==> src/rtl/serial_paralelo_rx.sv <==
// ---------------------------------------------------------------------------
// serial_paralelo_rx
// Serial-to-parallel receiver with comma (BC_CHAR) byte alignment.
// Bits arrive MSB first, one per clk_32f cycle. The receiver looks for
// BC_CHAR at any bit offset. It then locks onto that byte boundary, and
// goes active once BC_COUNT consecutive aligned BC_CHAR bytes are seen.
// While active, non-comma bytes are presented on data_out with a one-cycle
// valid_out strobe. Comma bytes only raise idle_out.
//
// Ports
//   clk_32f   : bit clock, all state updates on its rising edge
//   reset     : synchronous active-high reset
//   data_in   : serial line, one bit per cycle, MSB of each byte first
//   data_out  : last received non-comma byte (registered)
//   valid_out : one-cycle strobe marking a new data_out byte
//   active    : link aligned and active (sticky until reset)
//   idle_out  : while active, last completed byte was BC_CHAR
// ---------------------------------------------------------------------------
module serial_paralelo_rx #(
    parameter logic [7:0]  BC_CHAR  = 8'hBC,
    parameter int unsigned BC_COUNT = 4
) (
    input  logic       clk_32f,
    input  logic       reset,
    input  logic       data_in,
    output logic [7:0] data_out,
    output logic       valid_out,
    output logic       active,
    output logic       idle_out
);

    localparam int unsigned BYTE_W    = 8;
    localparam int unsigned BIT_CNT_W = 3;
    localparam int unsigned BC_CNT_W  = 4;

    localparam logic [BC_CNT_W-1:0]  BC_TARGET = BC_CNT_W'(BC_COUNT);
    localparam logic [BC_CNT_W-1:0]  BC_MAX    = '1;
    localparam logic [BIT_CNT_W-1:0] LAST_BIT  = '1;

    typedef enum logic [1:0] {
        ST_SEARCH = 2'd0,
        ST_ALIGN  = 2'd1,
        ST_ACTIVE = 2'd2
    } state_t;

    state_t                state;
    logic [BYTE_W-1:0]     shift_q;
    logic [BIT_CNT_W-1:0]  bit_cnt;
    logic [BC_CNT_W-1:0]   bc_cnt;

    logic [BYTE_W-1:0]     word_next;
    logic                  byte_done;
    logic                  is_bc;
    logic [BC_CNT_W-1:0]   bc_inc;

    // The byte as it will look once the current bit is shifted in.
    assign word_next = {shift_q[BYTE_W-2:0], data_in};
    assign byte_done = (bit_cnt == LAST_BIT);
    assign is_bc     = (word_next == BC_CHAR);
    // Saturating increment so a long comma run can never wrap the count.
    assign bc_inc    = (bc_cnt == BC_MAX) ? bc_cnt : bc_cnt + BC_CNT_W'(1);

    // Alignment FSM with registered outputs. Outputs are updated on the same
    // edge that samples the last bit of a byte.
    always_ff @(posedge clk_32f) begin
        if (reset) begin
            state     <= ST_SEARCH;
            shift_q   <= '0;
            bit_cnt   <= '0;
            bc_cnt    <= '0;
            data_out  <= '0;
            valid_out <= 1'b0;
            active    <= 1'b0;
            idle_out  <= 1'b0;
        end else begin
            shift_q   <= word_next;
            valid_out <= 1'b0;

            case (state)
                // Bit-offset-agnostic hunt for the comma character.
                ST_SEARCH: begin
                    if (is_bc) begin
                        bit_cnt <= '0;
                        bc_cnt  <= BC_CNT_W'(1);
                        if (BC_TARGET == BC_CNT_W'(1)) begin
                            state  <= ST_ACTIVE;
                            active <= 1'b1;
                        end else begin
                            state <= ST_ALIGN;
                        end
                    end
                end

                // Only byte-aligned commas count; anything else drops the lock.
                ST_ALIGN: begin
                    bit_cnt <= bit_cnt + BIT_CNT_W'(1);
                    if (byte_done) begin
                        if (is_bc) begin
                            bc_cnt <= bc_inc;
                            if (bc_inc == BC_TARGET) begin
                                state  <= ST_ACTIVE;
                                active <= 1'b1;
                            end
                        end else begin
                            bc_cnt <= '0;
                            state  <= ST_SEARCH;
                        end
                    end
                end

                // Sticky; commas at unaligned offsets are just data bits.
                ST_ACTIVE: begin
                    bit_cnt <= bit_cnt + BIT_CNT_W'(1);
                    if (byte_done) begin
                        if (is_bc) begin
                            idle_out <= 1'b1;
                        end else begin
                            data_out  <= word_next;
                            valid_out <= 1'b1;
                            idle_out  <= 1'b0;
                        end
                    end
                end

                default: begin
                    state <= ST_SEARCH;
                end
            endcase
        end
    end

endmodule

==> config.mk <==
export PLATFORM = sky130hd
export DESIGN_NAME = serial_paralelo_rx
export DESIGN_NICKNAME = d
export VERILOG_FILES = /design/src/rtl/serial_paralelo_rx.sv
export SDC_FILE = /design/constraint.sdc
export NUM_CORES = 1
export LEC_CHECK = 0
export CAP_MARGIN = 20
export CORE_AREA = 2 2 57 59
export CTS_BUF_LIST = sky130_fd_sc_hd__clkbuf_4 sky130_fd_sc_hd__clkbuf_8 sky130_fd_sc_hd__clkbuf_16
export CTS_CLUSTER_SIZE = 20
export DETAILED_ROUTE_END_ITERATION = 12
export DIE_AREA = 0 0 59 61
export DONT_BUFFER_PORTS = 1
export PLACE_DENSITY_LB_ADDON = 0.3
export SLEW_MARGIN = 10
export SYNTH_ARGS = -nofsm -noshare
export SYNTH_HDL_FRONTEND = slang
export SYNTH_SLANG_ARGS = --single-unit
export TNS_END_PERCENT = 50
==> constraint.sdc <==
create_clock -name clk_32f -period 2.9 [get_ports clk_32f]
set_input_delay 0.29 -clock clk_32f [delete_from_list [all_inputs] [get_ports clk_32f]]
set_output_delay 0.29 -clock clk_32f [all_outputs]
set_load 0.01 [all_outputs]
**Pin placement**

Pins as bars across the die edge, other pins in gray.
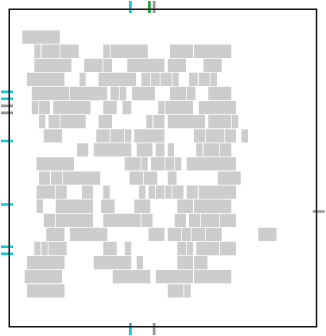
[green] valid_out | pins: 1 | direction: output | edge: top
[cyan] data_out | pins: 8 | direction: output | edge: 6 left, 1 top, 1 bottom
all pins by edge: 8 left, 3 top, 2 bottom, 1 right

**Routed metal, one color a layer**

Scale bar: 20 um.
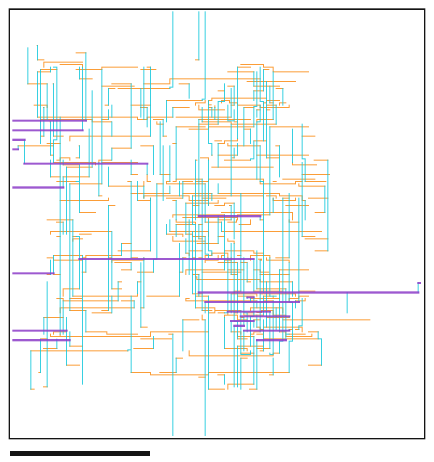
[cyan] metal 2 | wire length: 1210 um
[orange] metal 1 | wire length: 1030 um
[purple] metal 3 | wire length: 176 um
wire length per cell: 14.5 um
number of vias after detailed routing: 981

**Routed clock nets over the placement**

Scale bar: 20 um.
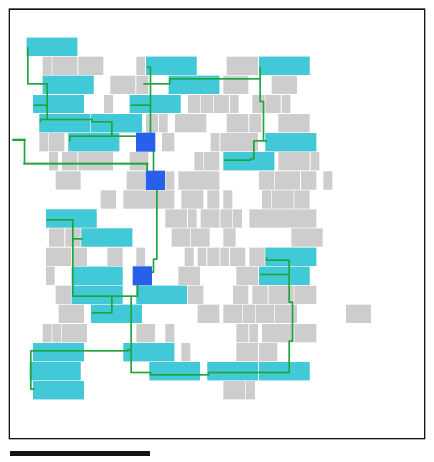
[green] clock wires | length: 250 um
[blue] clock drivers | count: 3
[cyan] flip-flops | count: 27
routed clock nets: 4
clock network power: 155 uW
part of the total power dissipated in the clock network: 28.9%

**Sequential cells colored by netlist name**

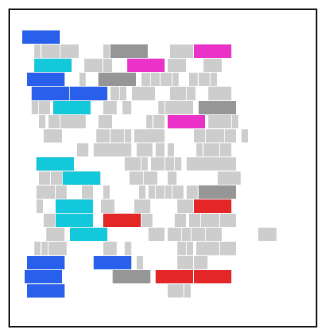
[magenta] bit_cnt | placed flops: 3
[red] bc_cnt | placed flops: 4 | where: bottom center
[cyan] shift_q | placed flops: 7
[blue] data_out | placed flops: 8
sequential power: 375 uW
sequential cell area share: 40.0%
Sequential Area: 541 um^2
post-layout util: 45.8%

**Clock routing**

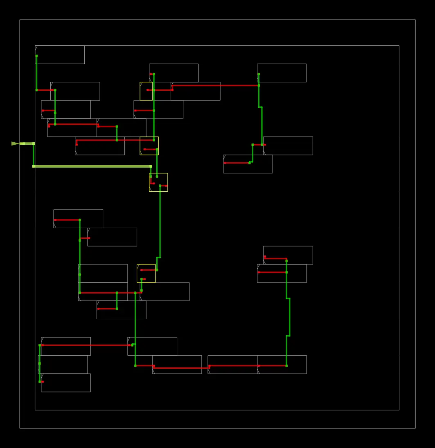
Clock Skews: 0.00349 ns
number of flip-flops and latches: 27

==> layer usage <==
metal  wire (um)  global-route usage [%]  vias up
li1            -                       -      484
met1        1030                    18.7      460
met2        1210                    24.6       37
met3         175                    2.77        0
met4           0                    3.90        0
met5           0                       0        -
==> area by class of cell <==
| cell class | count | share of cell area (%) |
|---|---|---|
| clock buffers | 3 | 1.67 |
| clock inverters | 1 | 0.370 |
| flip-flops and latches | 27 | 40.0 |
| inverters | 7 | 1.94 |
| well taps | 33 | 3.05 |
| multi-input cells | 94 | 51.7 |
| repair buffers | 2 | 1.30 |
==> sequential cells by signal (all words and copies together), names as in the netlist <==
register	flops
active	1
bit_cnt	3
shift_q	7
state	2
bc_cnt	4
data_out	8
idle_out	1
valid_out	1
==> flow report <==
============================================================================
Top area cells in the synthesized netlist                       sky130_fd_sc_hd__dfxtp_1 42%, sky130_fd_sc_hd__mux2i_1 7.7%, sky130_fd_sc_hd__ha_1 5.8%, sky130_fd_sc_hd__nor2_1 4.1%, sky130_fd_sc_hd__nor2b_1 3.9%
Sequential power share                                                 70.0%
Relative area change from synthesis to final layout                    4.44%
Most used logic cell in the final layout                        sky130_fd_sc_hd__dfxtp_1
Combined global-route utilization of all metal layers                  14.4%
Mux share of post-synthesis cell area                                  7.73%
Hold buffers post-CTS                                                      0
FF-to-FF End                                                        state[0]
Run status                                                      finished clean
Top-Level Pins                                                            14
Simple-gate share of the synthesized area                              20.4%
Standard cell area after detailed placement                        1320 um^2
Final Max Tran Viols                                                       0
Worst hold slack across all endpoints                              0.0228 ns
Filler instances                                                         292
Aoi share                                                              18.7%
CP cell instances                                               or4b_4 -> or2_4 -> o311ai_4 -> mux2i_1
Final instance area                                                1350 um^2
Most common library cells after synthesis                       27 x sky130_fd_sc_hd__dfxtp_1, 14 x sky130_fd_sc_hd__nor2_1, 10 x sky130_fd_sc_hd__mux2i_1, 8 x sky130_fd_sc_hd__nor2b_1
Power per Cell Area                                              396 nW/um^2
Starting Density                                                       43.9%
Relative slew margins                                                  71.3%
Peak supply drop                                                    0.316 mV
Achievable frequency                                               0.553 GHz
Leading power group                                             sequential cells
Total chip power                                                      535 uW
Post-synthesis register bit count                                         27
Width of the die                                                       59 um
Clock slew at reported path FFs                                      0.13 ns
Cell at the slowest stage of the critical path                  sky130_fd_sc_hd__or4b_4
Setup slack of the worst register-to-register path                   1.09 ns
Kind of end point of the critical path                              register
Startpoint of the worst register-to-register path                 shift_q[5]
Min-delay src                                                          reset
Final setup violation count                                                0
Count of library flops with an enable pin                                  0
Endpoint of the worst hold path                                   bit_cnt[0]
Hold crit path type                                             primary input to register
Crit path time final                                                 1.81 ns
Combinational fraction of design power                                  1.1%
Largest combinational cell category by area                     simple AND/OR/NAND/NOR gates
Post-cts gate resize count                                                 0
Static leakage                                                   0.000524 uW
Total of max-cap violations                                                0
P_int                                                                 428 uW
Net switching share of the total power                                 20.1%
Final sum of negative setup slack                                       0 ns
Final count of hold timing violations                                      0
Yosys top cell by area                                          sky130_fd_sc_hd__dfxtp_1
Post-synthesis instance total                                            135
Final-stage net count                                                    144
Total wirelength of the detailed-routed design                       2.41 mm
Root buf cell                                                   sky130_fd_sc_hd__clkbuf_4
Dominant register cell                                          sky130_fd_sc_hd__dfxtp_1
Reported combinational group power                                   5.71 uW
# Post-CTS Setup Buffers                                                   0
Tcrit/Tclk final                                                       62.3%
Total global routing overflow                                              0
Worst Hold Path Cells                                                      1
CP peak stage delay                                                  0.61 ns
Sort of element at the start of the critical path                   register
H-Tree Level Count                                                         1
Vertical die size                                                      61 um
Placeable core area                                                2950 um^2
Die area                                                           3600 um^2
Length in cells of the worst reg-to-reg path                               4
Critical path required time                                          3.15 ns
Cell family contributing the most delay on the critical path    simple AND/OR/NAND/NOR gates
DR iter-0 viols                                                           23
Yosys warning count                                                        0
Top library cells by usage in the layout, fill and taps aside   27 x sky130_fd_sc_hd__dfxtp_1, 14 x sky130_fd_sc_hd__nor2_1, 10 x sky130_fd_sc_hd__mux2i_1
Vias in the first global route                                           937
Logic area                                                          699 um^2
Post-synthesis adder-cell area fraction                                5.80%
Avg Vias per Cell                                                       5.87
Avg Synthesized Cell Area                                          9.59 um^2
DRC violation count after routing                                          0
YS chip area                                                       1290 um^2
============================================================================
Power is estimated from default activity; no workload was simulated.
